## src/rtl/step_dir_decoder.sv

```systemverilog
// rtl/step_dir_decoder.sv - step/dir receive decoder with glitch filter, position counter and dir setup check
module step_dir_decoder #(
  parameter int POS_WIDTH = 32,
  parameter int FILTER    = 3,
  parameter int DIR_SETUP = 20
) (
  input  logic                 clk,
  input  logic                 rst,
  input  logic                 step_in,
  input  logic                 dir_in,
  input  logic                 invert_dir,
  input  logic                 enable,
  input  logic                 clear,
  input  logic                 load,
  input  logic [POS_WIDTH-1:0] load_value,
  input  logic                 err_clear,
  output logic [POS_WIDTH-1:0] position,
  output logic                 step_strobe,
  output logic                 dir_out,
  output logic                 setup_err
);

  localparam int CW = (FILTER < 2) ? 1 : $clog2(FILTER + 1);
  localparam int SW = (DIR_SETUP < 2) ? 1 : $clog2(DIR_SETUP + 1);
  // The counter switches the filtered level on the edge where it would reach FILTER.
  localparam logic [CW-1:0] FILT_LAST = CW'(FILTER - 1);
  localparam logic [SW-1:0] SETUP_MAX = SW'(DIR_SETUP);

  logic                 r_step_s1, r_step_s2, r_dir_s1, r_dir_s2;
  logic                 r_vld_s1, r_vld_s2;
  logic [CW-1:0]        r_step_cnt, r_dir_cnt;
  logic                 r_step_filt, r_dir_filt;
  logic                 r_step_armed;
  logic [SW-1:0]        r_setup_cnt;

  logic                 w_step_filt_nxt, w_dir_filt_nxt;
  logic                 w_dir_change, w_dir_eff, w_event, w_violation;

  // Two-flop synchronizers; the valid bits mark samples taken after reset.
  always_ff @(posedge clk) begin
    if (rst) begin
      r_step_s1 <= 1'b0;
      r_step_s2 <= 1'b0;
      r_dir_s1  <= 1'b0;
      r_dir_s2  <= 1'b0;
      r_vld_s1  <= 1'b0;
      r_vld_s2  <= 1'b0;
    end else begin
      r_step_s1 <= step_in;
      r_step_s2 <= r_step_s1;
      r_dir_s1  <= dir_in;
      r_dir_s2  <= r_dir_s1;
      r_vld_s1  <= 1'b1;
      r_vld_s2  <= r_vld_s1;
    end
  end

  // Filtered levels for this edge and the decoded step event.
  always_comb begin
    w_step_filt_nxt = r_step_filt;
    w_dir_filt_nxt  = r_dir_filt;
    if ((r_step_s2 != r_step_filt) && (r_step_cnt == FILT_LAST)) w_step_filt_nxt = r_step_s2;
    if ((r_dir_s2 != r_dir_filt) && (r_dir_cnt == FILT_LAST))    w_dir_filt_nxt  = r_dir_s2;
    w_dir_change = (w_dir_filt_nxt != r_dir_filt);
    w_dir_eff    = w_dir_filt_nxt ^ invert_dir;
    // A step level already high out of reset is not an edge until a real low was seen.
    w_event      = enable & r_step_armed & w_step_filt_nxt & ~r_step_filt;
    w_violation  = w_event & (w_dir_change | (r_setup_cnt < SETUP_MAX));
  end

  // Mismatch-run counters and filtered levels.
  always_ff @(posedge clk) begin
    if (rst) begin
      r_step_cnt  <= '0;
      r_dir_cnt   <= '0;
      r_step_filt <= 1'b0;
      r_dir_filt  <= 1'b0;
    end else begin
      r_step_filt <= w_step_filt_nxt;
      r_dir_filt  <= w_dir_filt_nxt;
      if ((r_step_s2 == r_step_filt) || (r_step_cnt == FILT_LAST)) r_step_cnt <= '0;
      else                                                          r_step_cnt <= r_step_cnt + CW'(1);
      if ((r_dir_s2 == r_dir_filt) || (r_dir_cnt == FILT_LAST))     r_dir_cnt  <= '0;
      else                                                          r_dir_cnt  <= r_dir_cnt + CW'(1);
    end
  end

  // Arming after reset and the saturating dir-stable counter.
  always_ff @(posedge clk) begin
    if (rst) begin
      r_step_armed <= 1'b0;
      r_setup_cnt  <= SETUP_MAX;
    end else begin
      if (r_vld_s2 && !r_step_s2) r_step_armed <= 1'b1;
      if (w_dir_change)                 r_setup_cnt <= '0;
      else if (r_setup_cnt < SETUP_MAX) r_setup_cnt <= r_setup_cnt + SW'(1);
    end
  end

  // Position counter, strobe, decoded dir and sticky setup error.
  always_ff @(posedge clk) begin
    if (rst) begin
      position    <= '0;
      step_strobe <= 1'b0;
      dir_out     <= 1'b0;
      setup_err   <= 1'b0;
    end else begin
      if (clear)        position <= '0;
      else if (load)    position <= load_value;
      else if (w_event) position <= w_dir_eff ? position + POS_WIDTH'(1) : position - POS_WIDTH'(1);
      step_strobe <= w_event;
      dir_out     <= w_dir_eff;
      if (w_violation)    setup_err <= 1'b1;
      else if (err_clear) setup_err <= 1'b0;
    end
  end

endmodule

```

## config.mk

```make
export PLATFORM = sky130hd
export DESIGN_NAME = step_dir_decoder
export DESIGN_NICKNAME = d
export VERILOG_FILES = /design/src/rtl/step_dir_decoder.sv
export SDC_FILE = /design/constraint.sdc
export NUM_CORES = 1
export LEC_CHECK = 0
export CORE_MARGIN = 2
export CORE_UTILIZATION = 47
export DETAILED_ROUTE_END_ITERATION = 8
export GPL_ROUTABILITY_DRIVEN = 0
export MAX_ROUTING_LAYER = met4
export PLACE_DENSITY = 0.78
export SLEW_MARGIN = 40
export SYNTH_ARGS = -nofsm -noshare
export SYNTH_HDL_FRONTEND = slang
export SYNTH_SLANG_ARGS = --single-unit
```

## constraint.sdc

```tcl
create_clock -name clk -period 3.3 [get_ports clk]
set_input_delay 0.33 -clock clk [delete_from_list [all_inputs] [get_ports clk]]
set_output_delay 0.33 -clock clk [all_outputs]
set_load 0.03 [all_outputs]
```

==> qor.txt <==
Area Overhead vs Synth - 26.7%
Buffer depth of the longest clock path - 2
Synthesized Nets - 531
Final number of hold-violating endpoints - 0
MUX area fraction - 0.0263
Commonest cells after routing, fill and taps aside - sky130_fd_sc_hd__clkdlybuf4s50_1 (75), sky130_fd_sc_hd__dfxtp_1 (53), sky130_fd_sc_hd__nor2_1 (47)
Final clock period utilization by the worst path - 0.941
Combinational cell area excluding buffers and inverters - 0.00237 mm^2
Synth async-reset ratio - 0
Clock slew at reported path FFs - 0.12 ns
Post-synthesis cell count from yosys - 486
Quantity of I/O buffers inserted on ports - 75
Area share, top type - 0.297
AND-OR/OR-AND Cells, Area Fraction - 0.166
Peak supply drop - 0.000178 V
Total design power - 1.42 mW
Remaining antenna violation count after routing - 0
Y dimension of the die - 91.2 um
Leakage Power - 1.61 nW
Setup slack of the most critical reg-to-reg path - 0.20 ns
CTS tree - done
Result of the run - finished clean
Number of clock sinks - 53
Dominant flop cell - sky130_fd_sc_hd__dfxtp_1
Global-route wire length before repair - 17900 um
Wire length per cell - 17.0 um
Fraction of power spent switching nets - 0.322
Internal power - 0.962 mW
All-Layer GR Usage - 0.264
OpenROAD warnings - 27
Via count of the first global-routing pass - 3729
Startpoint types - flop
Setup violators final - 0
Clk pwr share - 0.289
Placed cells - 636
Critical path capture point type - flop
CTS root buf - sky130_fd_sc_hd__clkbuf_8
Number of antenna violations at the first check in global routing - 0
Post-synthesis sequential area ratio - 0.297
Part of the total power dissipated in sequential elements - 0.493
WL final - 10900 um
Power per unit of standard cell area - 313 mW/mm^2
Number of detailed-routing iterations run before antenna repair - 5
Class of the most critical setup path - reg2reg
Die Area - 0.00832 mm^2
Maximum capacitance violations - 0
Netlist area before placement - 0.00357 mm^2
Insertion delay at the late pin of the worst-skew pair - 0.33 ns
-- cell families (layout without fill, tap and decap cells) --
kind of cell	Yosys count	after routing
fa+ha+maj	4	4
buf+inv	42	102
xor+xnor	29	29
simple gates	252	252
mux	9	9
compound gates	97	97
flops	53	53
-- final cells by class --
class | count | share of cell area
clock buffer | 5 | 0.0152
clock inverter | 3 | 0.00636
inverter | 5 | 0.00414
multi-input combinational | 391 | 0.524
sequential | 53 | 0.234
tap | 99 | 0.0274
timing repair buffer | 89 | 0.189
-- power by group through the flow --
stage	clock (mW)	sequential [mW]	combinational, mW
floorplan	0	0.720	0.166
global placement	0	0.711	0.300
detailed placement	0	0.712	0.304
CTS	0.421	0.697	0.305
global route	0.442	0.703	0.334
finish	0.410	0.699	0.310
-- stage by stage --
stage	utilization	setup WS [ns]	instance area, um^2
3_5_place_dp	0.605	0.0551	4410
6_report	0.621	0.195	4530
4_1_cts	0.618	0.138	4510
2_1_floorplan	-	-0.0177	3590
3_3_place_gp	0.605	0.135	4410
5_1_grt	0.621	-0.0280	4530
-- routing by layer --
layer / track usage / part of all wire / vias to the layer above
met4: 0.0909 / 0.031 / 0
met3: 0.0539 / 0.092 / 52
li1: - / - / 1918
met2: 0.418 / 0.46 / 265
met5: - / 0 / -
met1: 0.336 / 0.42 / 1866
-- critical path, stage by stage (launching register included) --
cell,delay [ns]
sky130_fd_sc_hd__dfxtp_1,0.32
sky130_fd_sc_hd__inv_1,0.05
sky130_fd_sc_hd__ha_1,0.20
sky130_fd_sc_hd__mux2i_2,0.29
sky130_fd_sc_hd__xnor2_2,0.16
sky130_fd_sc_hd__xnor2_1,0.09
sky130_fd_sc_hd__ha_2,0.22
sky130_fd_sc_hd__or3_1,0.35
sky130_fd_sc_hd__o21bai_1,0.20
sky130_fd_sc_hd__mux2i_1,0.14
sky130_fd_sc_hd__o21ai_1,0.32
sky130_fd_sc_hd__o2111a_1,0.27
sky130_fd_sc_hd__mux2i_1,0.09
sky130_fd_sc_hd__a311o_1,0.33
-- synth_stat cells, drive strengths merged (8+ instances only) --
| cell | n |
|---|---|
| nand3 | 23 |
| xor2 | 15 |
| o21ai | 31 |
| or4 | 12 |
| a21oi | 33 |
| nor4 | 24 |
| xnor2 | 14 |
| mux2i | 9 |
| dfxtp | 53 |
| nor3 | 16 |
| or3 | 11 |
| clkbuf | 29 |
| and3 | 20 |
| nand4 | 25 |
| nand2 | 43 |
| nor2 | 48 |
| buf | 8 |
-- state kept, by name (all words and copies together) (netlist names), 2 cells and up --
signal       flops
r_dir_cnt        2
r_setup_cnt      5
position        32
r_step_cnt       2
-- repair_timing --
action / in CTS / in global routing
setup buffers: 0 / 1
resized: 0 / 3
endpoints found under the setup margin: 0 / 5
-- path summary, 6_finish.rpt --
check	start	endpoint	cells after the start
max	r_dir_cnt[0]	position[30]	13
min	r_dir_cnt[0]	r_dir_cnt[0]	1
max reg2reg	r_dir_cnt[0]	position[30]	13
min reg2reg	r_dir_cnt[0]	r_dir_cnt[0]	1
Figure 1. Placement by cell class.
Bar = 20 um. Fill, decap, tap and diode cells in gray.
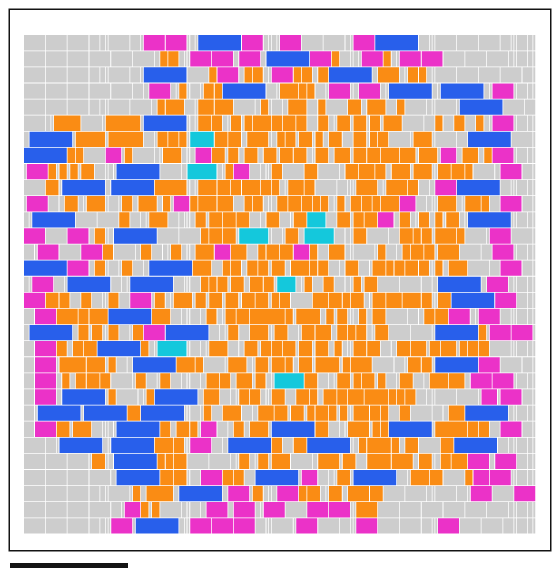
- other buffers and delay cells: magenta (cells 89; share of their area 19%)
- clock drivers and dummy loads: cyan (cells 8; share of their area 2.2%)
- all other logic: orange (cells 396; share of their area 54%)
- flip-flops: blue (cells 53; share of their area 24%)
Seq/total area: 0.234
utilization of the core after routing: 0.621
area of the core: 0.00729 mm^2
standard-cell row count: 31
final cell area excluding filler cells: 0.00453 mm^2

Figure 2. Placement density heat map.
9 x 9 tiles, from black (low) to pale yellow (high), 0 to 100% covered.
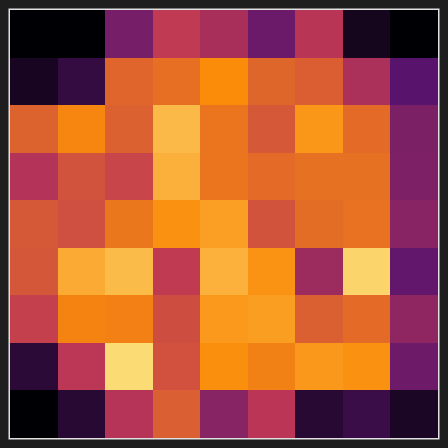
- nearly empty tiles: 4.9%
- mean over tiles: 53%
- densest ninth of the die: center
initial core utilization: 0.490

Figure 3. Track usage over the die.
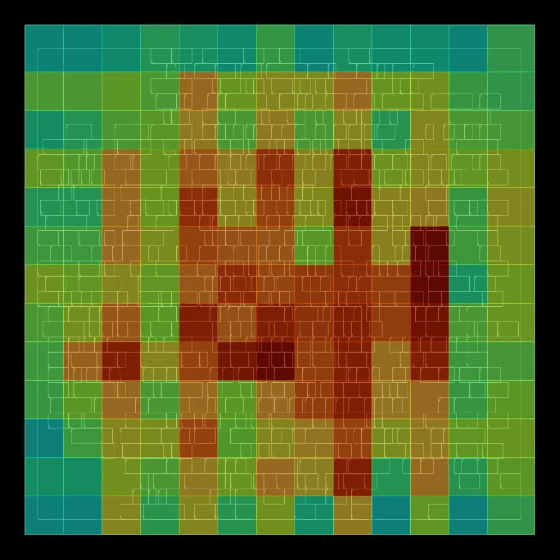
met3 routing resource usage after global routing: 0.0539
grt met1 use: 0.336
layer with the highest usage: met2

Power is estimated from default activity; no workload was simulated.
